### src/rtl/bsa_pkg.sv
// Shared types and helpers for the bit-serial adder.
package bsa_pkg;

   typedef enum logic [1:0] {
      IDLE = 2'd0,
      RUN  = 2'd1,
      DONE = 2'd2
   } state_t;

   function automatic int cnt_w(input int width);
      return $clog2(width);
   endfunction

endpackage

### src/rtl/serial_fa_cell.sv
// Gate-level full-adder cell: the single bit slice reused on every serial step.
module serial_fa_cell (
   input  logic a,
   input  logic b,
   input  logic cin,
   output logic sum,
   output logic carry
);

   wire logic w_axb;
   wire logic w_ab;
   wire logic w_cab;

   xor g_x0 (w_axb, a, b);
   xor g_x1 (sum, w_axb, cin);
   and g_a0 (w_ab, a, b);
   and g_a1 (w_cab, w_axb, cin);
   or  g_o0 (carry, w_ab, w_cab);

endmodule

### src/rtl/bit_serial_adder.sv
// Multi-cycle LSB-first adder with start/busy/done handshake.
// Optional signed-overflow output enabled by defining BSA_OVERFLOW_EN.
module bit_serial_adder
   import bsa_pkg::*;
#(
   parameter int WIDTH = 8
) (
   input  logic             clk,
   input  logic             rst,
   input  logic             start,
   input  logic [WIDTH-1:0] a,
   input  logic [WIDTH-1:0] b,
   input  logic             cin,
   output logic             busy,
   output logic             done,
   output logic [WIDTH-1:0] sum,
`ifdef BSA_OVERFLOW_EN
   output logic             cout,
   output logic             ovf
`else
   output logic             cout
`endif
);

   localparam int             CW   = cnt_w(WIDTH);
   localparam logic [CW-1:0]  LAST = CW'(WIDTH - 1);

   state_t           r_state;
   logic [WIDTH-1:0] r_a_sr;
   logic [WIDTH-1:0] r_b_sr;
   logic [WIDTH-1:0] r_sum_sr;
   logic             r_carry;
   logic [CW-1:0]    r_cnt;

   logic             w_s;
   logic             w_c;
   logic [WIDTH-1:0] w_sum_next;

   serial_fa_cell u_fa (
      .a     (r_a_sr[0]),
      .b     (r_b_sr[0]),
      .cin   (r_carry),
      .sum   (w_s),
      .carry (w_c)
   );

   assign w_sum_next = {w_s, r_sum_sr[WIDTH-1:1]};

   always_ff @(posedge clk or posedge rst) begin
      if (rst) begin
         r_state  <= IDLE;
         r_a_sr   <= '0;
         r_b_sr   <= '0;
         r_sum_sr <= '0;
         r_carry  <= 1'b0;
         r_cnt    <= '0;
         busy     <= 1'b0;
         done     <= 1'b0;
         sum      <= '0;
         cout     <= 1'b0;
`ifdef BSA_OVERFLOW_EN
         ovf      <= 1'b0;
`endif
      end else begin
         case (r_state)
            // DONE accepts a new start exactly like IDLE, giving back-to-back ops
            IDLE, DONE: begin
               done <= 1'b0;
               if (start) begin
                  r_a_sr   <= a;
                  r_b_sr   <= b;
                  r_carry  <= cin;
                  r_cnt    <= '0;
                  r_sum_sr <= '0;
                  busy     <= 1'b1;
                  r_state  <= RUN;
               end else begin
                  r_state  <= IDLE;
               end
            end
            RUN: begin
               r_sum_sr <= w_sum_next;
               r_a_sr   <= r_a_sr >> 1;
               r_b_sr   <= r_b_sr >> 1;
               r_carry  <= w_c;
               if (r_cnt == LAST) begin
                  sum     <= w_sum_next;
                  cout    <= w_c;
`ifdef BSA_OVERFLOW_EN
                  // r_carry here is the carry into the MSB slice
                  ovf     <= r_carry ^ w_c;
`endif
                  busy    <= 1'b0;
                  done    <= 1'b1;
                  r_state <= DONE;
               end else begin
                  r_cnt   <= r_cnt + 1'b1;
               end
            end
            default: begin
               busy    <= 1'b0;
               done    <= 1'b0;
               r_state <= IDLE;
            end
         endcase
      end
   end

endmodule

### config.mk
export PLATFORM = sky130hd
export DESIGN_NAME = bit_serial_adder
export DESIGN_NICKNAME = d
export VERILOG_FILES = /design/src/rtl/bsa_pkg.sv /design/src/rtl/serial_fa_cell.sv /design/src/rtl/bit_serial_adder.sv
export SDC_FILE = /design/constraint.sdc
export NUM_CORES = 1
export LEC_CHECK = 0
export CAP_MARGIN = 20
export CORE_ASPECT_RATIO = 0.75
export CORE_MARGIN = 5
export CORE_UTILIZATION = 40
export CTS_BUF_LIST = sky130_fd_sc_hd__clkbuf_16
export DETAILED_ROUTE_END_ITERATION = 8
export GPL_TIMING_DRIVEN = 0
export PLACE_DENSITY = 0.74
export SYNTH_ARGS = -nofsm -noshare
export SYNTH_HDL_FRONTEND = slang
export SYNTH_SLANG_ARGS = --single-unit
### constraint.sdc
create_clock -name clk -period 1.6 [get_ports clk]
set_clock_uncertainty 0.15 [all_clocks]
set_input_delay 0.32 -clock clk [delete_from_list [all_inputs] [get_ports clk]]
set_output_delay 0.32 -clock clk [all_outputs]
set_load 0.1 [all_outputs]
==> images/congestion_map.png <==
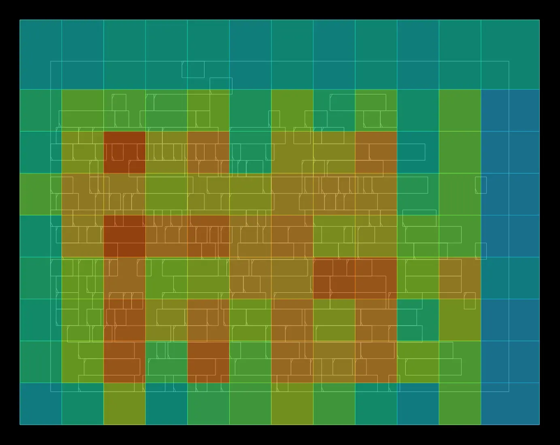
met2 usage in global routing: 0.237
DR WL/cell: 15.4 um
GRT Total Usage: 0.144
final core occ: 0.562

==> images/m2.png <==
Cells faint in the background.
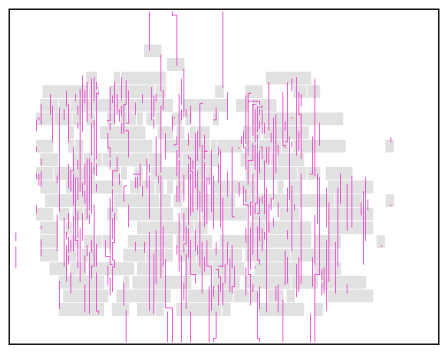
The layer carries 1870 um of wire. 184 nets have wire on it. The layer holds 50% of the routed length. The wires run mostly vertical.

==> images/layers.png <==
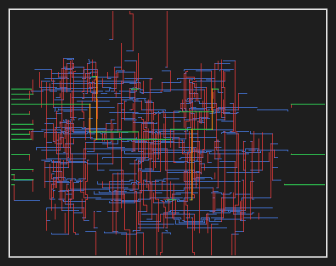
Orange is M4, wire length 54.4 um. Red is M2, wire length 1870 um. Blue is M1, wire length 1670 um. Green is M3, wire length 171 um.

==> impl_metrics.yaml <==
# flow metrics
synth:
  simple_gate_share: 0.0673
  ff_type: "dfrtp_1"
  ys_top_cells_by_area: "dfrtp_1 58%, mux2_4 7.9%, o22ai_1 5.1%, a21oi_1 4.4%, inv_1 3.7%"
  synth-edff-count: 0
  yosys_warnings: 0
  ys_seq_share: 0.585
  syn-instance-count: 144
  logic_family: "AND-OR/OR-AND gates"
  ys_sh_adder: 0.0263
  aoi_share: 0.158
  xor_share: 0
  synth.net_count: 167
  ys_ff: 40
power_and_ir_drop:
  maxPowerGroup: "combinational logic"
  swShare: 0.436
  cell_internal_pwr_mw: 3.11
  pwr-share-comb: 0.473
  seq_power_mw: 1.80
  power.density_mw_per_mm2: 2390
  power.switching_mw: 2.40
  pg_comb_mw: 2.61
  finalPower_mw: 5.51
grt:
  antenna_found_initial: 0
  gr-total-overflow: 0
  top_usage_layer: "met2"
  grt_pass1_vias: 1316
floorplan:
  core_area_mm2: 0.00410
  pin_count: 31
  fp.dieH_um: 66.7
  taps: 55
cells_and_area:
  lay_top_cells: "40 x dfrtp_1, 18 x clkdlybuf4s50_1, 17 x inv_1"
  buffer_area_frac: 0.160
  comb_cells: 80
  comb_share: 0.278
  layout_top_cell: "dfrtp_1"
  final_area_mm2: 0.00231
  sh_seq_area: 0.434
  drive_above_1_share: 0.265
  buffers_excl_clock: 44
  regArea_mm2: 0.00100
clocking:
  cts_tree: "yes"
  clk_path_buf_depth: 2
  worst_skew_pair.late_latency_ps: 280
  cts_setup_buffers: 2
  cts.clk_slew.worst_paths_ps: 60
  cts_buffers: 5
  postCtsResizedCells: 57
  ctsHoldBuffers: 0
worst_setup_path:
  reg2reg_slack_ps: -6
  worst_ep_required_time_ps: 1620
  path_class: "flip-flop to flip-flop"
  worstSetupStartpoint: "r_b_sr[0]$_DFFE_PP0P_"
  timing.rr.start: "r_b_sr[0]$_DFFE_PP0P_"
  crit_slowest_cell: "fa_1"
  max_stage_delay_ps: 510
final_timing:
  setup_tns_ps: -5.87
  rsz0062_at_grt: "true"
  drv_slew: 0
  timing.final.ws_setup_ps: -5.87
  finalHoldViolations: 0
  clock.fmax_ghz: 0.623
  setup_violations: 1
routing:
  highest_layer: "met4"
  vias: 1267
  routed_wl_mm: 3.77
placed_design:
  hpwl_mm: 2.66
  place_ws_ps: -373
  placed_cells: 230
outcome:
  status: "finished with violations"
  violations: "setup timing"
hold_path:
  holdCritPathClass: "primary input to async pin"
flow_run:
  max_cap_violations: 0
==> images/clock_wires.png <==
Bar = 20 um.
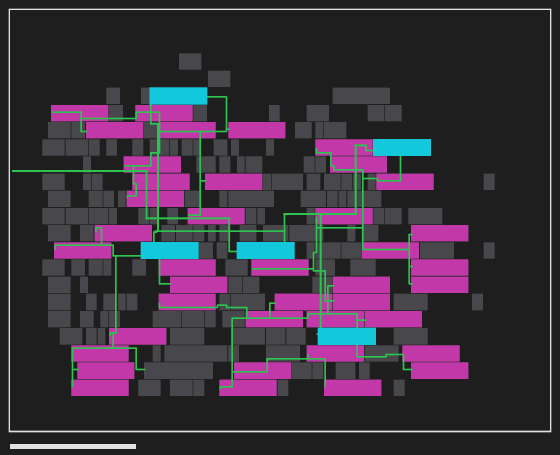
Green is clock wires, length 485 um. Magenta is flip-flops, count 40. Cyan is clock-net drivers, count 5.
There are 6 routed clock nets.

==> images/m3.png <==
Bar = 20 um. Cells faint in the background.
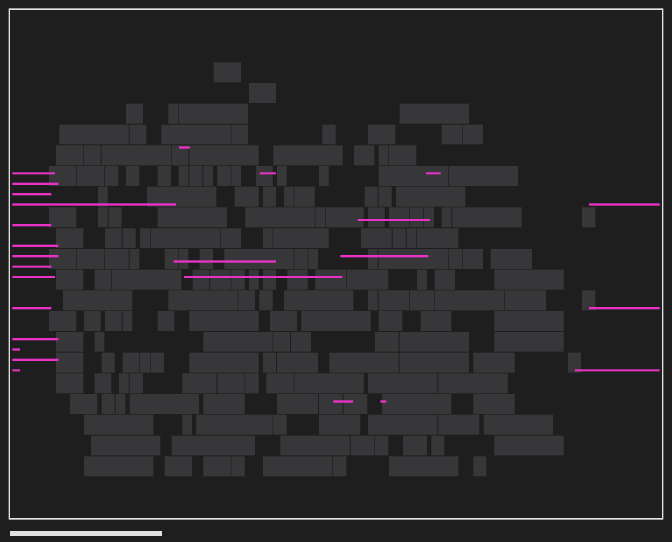
The longest straight run is 21.2 um. 21 nets have wire on it. The layer carries 171 um of wire.

==> critical path: cells and delay by family, from the launching register on <==
| family | cells | cell delay [ps] |
|---|---|---|
| flip-flops | 1 | 400 |
| adder cells (fa/ha/maj) | 1 | 510 |
| AND-OR/OR-AND | 1 | 170 |
| multiplexers | 1 | 280 |
==> synth_stat cells (2+ instances only) <==
cell type and number:
a22o_1 7, nand2b_1 2, mux2i_1 2, inv_1 17, nand3_1 5, nand2_1 6, buf_4 2, dfrtp_1 40
a21oi_1 15, nor2_1 4, o22ai_1 14, mux2_2 2, o21ai_0 2, mux2_4 9, buf_2 4, ha_1 2
==> sequential cells by signal, indices dropped and copies added, names as in the netlist <==
register,cells
cout,1
done,1
r_cnt,3
r_b_sr,8
sum,8
r_sum_sr,7
busy,1
r_a_sr,8
r_state,2
r_carry,1
Power and IR drop assume default switching activity.
